`src/rtl/multiword_add_sequencer_if.sv`:
```
// Handshake bundle for multiword_add_sequencer: operation request side and result side.
// The ovf signal exists only when ADDSEQ_OVF_EN is defined.
interface multiword_add_sequencer_if #(
  parameter int WIDTH = 32
);
  logic             in_valid;
  logic             in_ready;
  logic [WIDTH-1:0] a;
  logic [WIDTH-1:0] b;
  logic             cin;
  logic             out_valid;
  logic             out_ready;
  logic [WIDTH-1:0] sum;
  logic             cout;
  logic             busy;
`ifdef ADDSEQ_OVF_EN
  logic             ovf;

  modport master (
    output in_valid, a, b, cin, out_ready,
    input  in_ready, out_valid, sum, cout, busy, ovf
  );

  modport slave (
    input  in_valid, a, b, cin, out_ready,
    output in_ready, out_valid, sum, cout, busy, ovf
  );
`else
  modport master (
    output in_valid, a, b, cin, out_ready,
    input  in_ready, out_valid, sum, cout, busy
  );

  modport slave (
    input  in_valid, a, b, cin, out_ready,
    output in_ready, out_valid, sum, cout, busy
  );
`endif
endinterface

```
`src/rtl/multiword_add_sequencer.sv`:
```
// Multi-cycle wide adder: WIDTH-bit operands added CHUNK bits per clock, LSW first,
// through one ripple_carry_adder. Optional signed overflow output under ADDSEQ_OVF_EN.

module ripple_carry_adder #(
  parameter int N = 8
) (
  input  logic [N-1:0] a,
  input  logic [N-1:0] b,
  input  logic         cin,
  output logic [N-1:0] sum,
  output logic         cout
);
  logic [N:0] carry_s;

  // Bit-serial carry chain across the word.
  always_comb begin
    carry_s    = '0;
    sum        = '0;
    carry_s[0] = cin;
    for (int i = 0; i < N; i++) begin
      sum[i]       = a[i] ^ b[i] ^ carry_s[i];
      carry_s[i+1] = (a[i] & b[i]) | (carry_s[i] & (a[i] ^ b[i]));
    end
  end

  assign cout = carry_s[N];
endmodule

module multiword_add_sequencer #(
  parameter int WIDTH = 32,
  parameter int CHUNK = 8
) (
  input  logic                      clk,
  input  logic                      rst_n,
  multiword_add_sequencer_if.slave  bus
);
  localparam int NCHUNK = WIDTH / CHUNK;
  localparam int IW     = (NCHUNK > 1) ? $clog2(NCHUNK) : 1;
  localparam int OW     = (WIDTH > 1) ? $clog2(WIDTH) : 1;
  localparam logic [IW-1:0] LAST_IDX = IW'(NCHUNK - 1);

  generate
    if ((WIDTH % CHUNK) != 0) begin : g_bad_width
      $error("multiword_add_sequencer: WIDTH must be a multiple of CHUNK");
    end
  endgenerate

  typedef enum logic [1:0] {
    ST_IDLE = 2'd0,
    ST_RUN  = 2'd1,
    ST_DONE = 2'd2
  } state_e;

  state_e           state_q, state_d;
  logic [WIDTH-1:0] a_q, a_d;
  logic [WIDTH-1:0] b_q, b_d;
  logic             carry_q, carry_d;
  logic [IW-1:0]    idx_q, idx_d;
  logic [WIDTH-1:0] sum_q, sum_d;
  logic             cout_q, cout_d;
  logic             in_ready_q, in_ready_d;
  logic             out_valid_q, out_valid_d;
  logic             busy_q, busy_d;
`ifdef ADDSEQ_OVF_EN
  logic             ovf_q, ovf_d;
`endif

  logic [OW-1:0]    off_s;
  logic [CHUNK-1:0] a_word_s;
  logic [CHUNK-1:0] b_word_s;
  logic [CHUNK-1:0] add_sum_s;
  logic             add_cout_s;

  // Bit offset of the word currently being processed.
  assign off_s    = OW'(int'(idx_q) * CHUNK);
  assign a_word_s = a_q[off_s +: CHUNK];
  assign b_word_s = b_q[off_s +: CHUNK];

  ripple_carry_adder #(.N(CHUNK)) u_rca (
    .a    (a_word_s),
    .b    (b_word_s),
    .cin  (carry_q),
    .sum  (add_sum_s),
    .cout (add_cout_s)
  );

  // Next-state and next-output computation for the sequencer.
  always_comb begin
    state_d     = state_q;
    a_d         = a_q;
    b_d         = b_q;
    carry_d     = carry_q;
    idx_d       = idx_q;
    sum_d       = sum_q;
    cout_d      = cout_q;
    in_ready_d  = in_ready_q;
    out_valid_d = out_valid_q;
    busy_d      = busy_q;
`ifdef ADDSEQ_OVF_EN
    ovf_d       = ovf_q;
`endif
    case (state_q)
      ST_IDLE: begin
        if (bus.in_valid) begin
          a_d        = bus.a;
          b_d        = bus.b;
          carry_d    = bus.cin;
          idx_d      = '0;
          state_d    = ST_RUN;
          in_ready_d = 1'b0;
          busy_d     = 1'b1;
        end else begin
          state_d    = ST_IDLE;
        end
      end
      ST_RUN: begin
        sum_d[off_s +: CHUNK] = add_sum_s;
        carry_d               = add_cout_s;
        if (idx_q == LAST_IDX) begin
          // Carry into the MSB is recovered from the MSB sum bit and operand MSBs.
          cout_d      = add_cout_s;
`ifdef ADDSEQ_OVF_EN
          ovf_d       = (a_q[WIDTH-1] ^ b_q[WIDTH-1] ^ add_sum_s[CHUNK-1]) ^ add_cout_s;
`endif
          idx_d       = '0;
          state_d     = ST_DONE;
          out_valid_d = 1'b1;
        end else begin
          idx_d       = idx_q + IW'(1);
        end
      end
      ST_DONE: begin
        if (bus.out_ready) begin
          state_d     = ST_IDLE;
          out_valid_d = 1'b0;
          in_ready_d  = 1'b1;
          busy_d      = 1'b0;
        end else begin
          state_d     = ST_DONE;
        end
      end
      default: begin
        state_d     = ST_IDLE;
        idx_d       = '0;
        in_ready_d  = 1'b1;
        out_valid_d = 1'b0;
        busy_d      = 1'b0;
      end
    endcase
  end

  // State and output registers.
  always_ff @(posedge clk or negedge rst_n) begin
    if (!rst_n) begin
      state_q     <= ST_IDLE;
      a_q         <= '0;
      b_q         <= '0;
      carry_q     <= 1'b0;
      idx_q       <= '0;
      sum_q       <= '0;
      cout_q      <= 1'b0;
      in_ready_q  <= 1'b1;
      out_valid_q <= 1'b0;
      busy_q      <= 1'b0;
`ifdef ADDSEQ_OVF_EN
      ovf_q       <= 1'b0;
`endif
    end else begin
      state_q     <= state_d;
      a_q         <= a_d;
      b_q         <= b_d;
      carry_q     <= carry_d;
      idx_q       <= idx_d;
      sum_q       <= sum_d;
      cout_q      <= cout_d;
      in_ready_q  <= in_ready_d;
      out_valid_q <= out_valid_d;
      busy_q      <= busy_d;
`ifdef ADDSEQ_OVF_EN
      ovf_q       <= ovf_d;
`endif
    end
  end

  assign bus.in_ready  = in_ready_q;
  assign bus.out_valid = out_valid_q;
  assign bus.sum       = sum_q;
  assign bus.cout      = cout_q;
  assign bus.busy      = busy_q;
`ifdef ADDSEQ_OVF_EN
  assign bus.ovf       = ovf_q;
`endif

endmodule

```
`src/flat_wrapper.sv`:
```
// flat-port wrapper written by rule: the top's interface ports become plain ports
module multiword_add_sequencer_flat 
#(
  parameter int WIDTH = 32,
  parameter int CHUNK = 8
)
  (clk, rst_n, bus_in_valid, bus_a, bus_b, bus_cin, bus_out_ready, bus_in_ready, bus_out_valid, bus_sum, bus_cout, bus_busy);
  multiword_add_sequencer_if #(.WIDTH(WIDTH)) bus_i ();
  input  logic clk;
  input  logic rst_n;
  input wire logic [$bits(bus_i.in_valid)-1:0] bus_in_valid;
  input wire logic [$bits(bus_i.a)-1:0] bus_a;
  input wire logic [$bits(bus_i.b)-1:0] bus_b;
  input wire logic [$bits(bus_i.cin)-1:0] bus_cin;
  input wire logic [$bits(bus_i.out_ready)-1:0] bus_out_ready;
  output wire logic [$bits(bus_i.in_ready)-1:0] bus_in_ready;
  output wire logic [$bits(bus_i.out_valid)-1:0] bus_out_valid;
  output wire logic [$bits(bus_i.sum)-1:0] bus_sum;
  output wire logic [$bits(bus_i.cout)-1:0] bus_cout;
  output wire logic [$bits(bus_i.busy)-1:0] bus_busy;
  assign bus_i.in_valid = bus_in_valid;
  assign bus_i.a = bus_a;
  assign bus_i.b = bus_b;
  assign bus_i.cin = bus_cin;
  assign bus_i.out_ready = bus_out_ready;
  assign bus_in_ready = bus_i.in_ready;
  assign bus_out_valid = bus_i.out_valid;
  assign bus_sum = bus_i.sum;
  assign bus_cout = bus_i.cout;
  assign bus_busy = bus_i.busy;
  multiword_add_sequencer #(.WIDTH(WIDTH), .CHUNK(CHUNK)) u_core (.clk(clk), .rst_n(rst_n), .bus(bus_i));
endmodule
```
`config.mk`:
```
export PLATFORM = sky130hd
export DESIGN_NAME = multiword_add_sequencer_flat
export DESIGN_NICKNAME = d
export VERILOG_FILES = /design/src/rtl/multiword_add_sequencer_if.sv /design/src/rtl/multiword_add_sequencer.sv /design/src/flat_wrapper.sv
export SDC_FILE = /design/constraint.sdc
export NUM_CORES = 1
export LEC_CHECK = 0
export CORE_ASPECT_RATIO = 0.9
export CORE_MARGIN = 2
export CORE_UTILIZATION = 51
export DETAILED_ROUTE_END_ITERATION = 10
export GPL_TIMING_DRIVEN = 0
export PLACE_DENSITY = 0.8
export SLEW_MARGIN = 20
export SYNTH_ARGS = -nofsm -noshare
export SYNTH_HDL_FRONTEND = slang
export SYNTH_SLANG_ARGS = --single-unit
```
`constraint.sdc`:
```
create_clock -name clk -period 6.31 [get_ports clk]
set_input_delay 0.631 -clock clk [delete_from_list [all_inputs] [get_ports clk]]
set_output_delay 0.631 -clock clk [all_outputs]
set_load 0.01 [all_outputs]
```
**Drive-strength map**

Bar = 20 um.
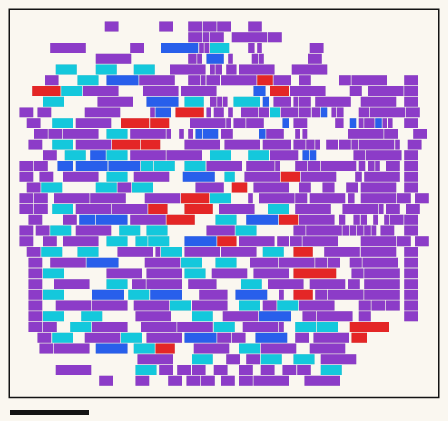
blue -> drive 2  # cells 33, most used mux4_2
cyan -> drive 3 to 4  # cells 67, most used mux2_4
purple -> drive 1 or less  # cells 314, most used dfrtp_1
red -> drive 6 and up  # cells 22, most used clkbuf_8

**Clock wires, drivers and flops**

Bar = 20 um.
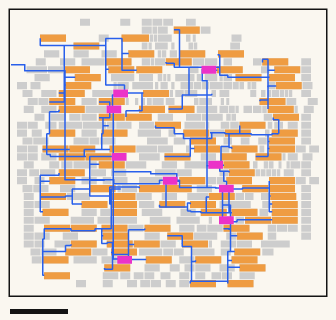
orange -> flip-flops  # count 105
magenta -> cells driving clock nets  # count 9
blue -> clock wires  # length 1,110 um
routed clock nets = 10

==> metrics.cfg <==
[synthesis]
compound_area_share_pct=6.54
netlist_area_mm2=0.00501
edf_count=0
yosys.area_share.simple_pct=4.77
yosys.cell_count.top_type=dfrtp_1
synth.top_cells.by_count=dfrtp_1, mux2_4, a22o_1
synthesis.yosys.warnings=0
yosysTopAreaCellShare_pct=51.9
syn_nets=398
top_cells_by_area=dfrtp_1, mux2_4, mux4_2, a22o_1, fa_1
ys_chip_area_mm2=0.00501

[global_route]
antenna_found_initial=0
grt.overflow.total=0
grt_max_degree=69

[power]
sequentialPower_uw=1150
pwr-share-clk_pct=12.0
power_frac_comb_pct=54.6
p_sw_uw=1250
internal_power_uw=2200
pg_clk_uw=413
comb-power_uw=1880
power.density_mw_per_mm2=536
finalPower_uw=3450

[layout]
fin_cells=562
largest_class=sequential cells
multi_input_comb_cells=179
stdcell_area_mm2=0.00644
area_share_nonclk_buffers_pct=20.1
seq_cells=105
final_cell_mix=dfrtp_1, clkdlybuf4s50_1, mux2_4
final_core_util_pct=66.9
comb_area_share_pct=32.9

[clocking]
clkSinkCount=105
post_cts_resized=0
cts_hold_buf=0
cts_buffers=9
cts_root_buf=clkbuf_8
cts_setup_buffers=0

[timing]
tightest_slew_ns=0.639
setup_viol=0
max_freq_mhz=197
finalSetupTns_ns=0
relSlewSlack_pct=57.4

[critical_path]
rr_endpoint=u_core.bus.sum[15]
crit_start=u_core.idx_q[1]
critPathArrivalTime_ns=5.37
crit_fanout=10
critPathCaptureType=register
worstPathCellList=buf_2 > buf_1 > mux4_2 > fa_1 > fa_1 > fa_1 > fa_1 > inv_1 > fa_1 > fa_1 > inv_1 > fa_1 > fa_1 > nand3_1 > o21ai_0
worstPathRequired_ns=6.60
slowest_delay_ns=0.59
worstSetupPathType=reg2reg

[flow_run]
maxCapViolCount=0

[floorplan]
fp_util_pct=52.1
core_area_mm2=0.00961
tap_cells=126
die_h_um=98.0
ioPinCount=105
die_w_um=108

[placement]
io_buffers=104
place_area_mm2=0.00624
dp_cells=546
hpwl_um=7950

[detailed_routing]
wl_per_cell_um=18.5
drt_iter0_markers=94
routed_wl_um=10400

[run_status]
status=finished clean

**Register map, names as in the netlist**

Bar = 20 um.
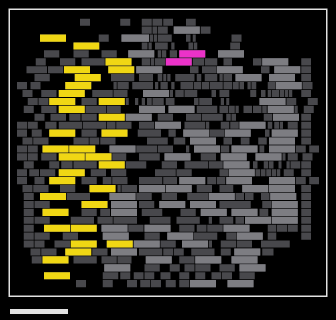
yellow -> u_core.b_q  # flops 32, where a column on the left
magenta -> u_core.state_q  # flops 2
not coloured = 71

-- per-layer routing --
| layer | vias up | GRT usage, % | part of all wire, % |
|---|---|---|---|
| met1 | 1535 | 30.9 | 46 |
| met3 | 9 | 3.54 | 4.4 |
| met2 | 94 | 34.2 | 48 |
| li1 | 1376 | - | - |
| met4 | 0 | 7.10 | 1.2 |
| met5 | - | 0 | 0 |
-- flip-flops by register name (all words and copies together) (netlist names), 2 cells and up --
register and cells:
u_core.a_q 32, u_core.b_q 32, u_core.bus.sum 32, u_core.idx_q 2, u_core.state_q 2
No activity file was given, so power comes from the tool's default toggle rates.
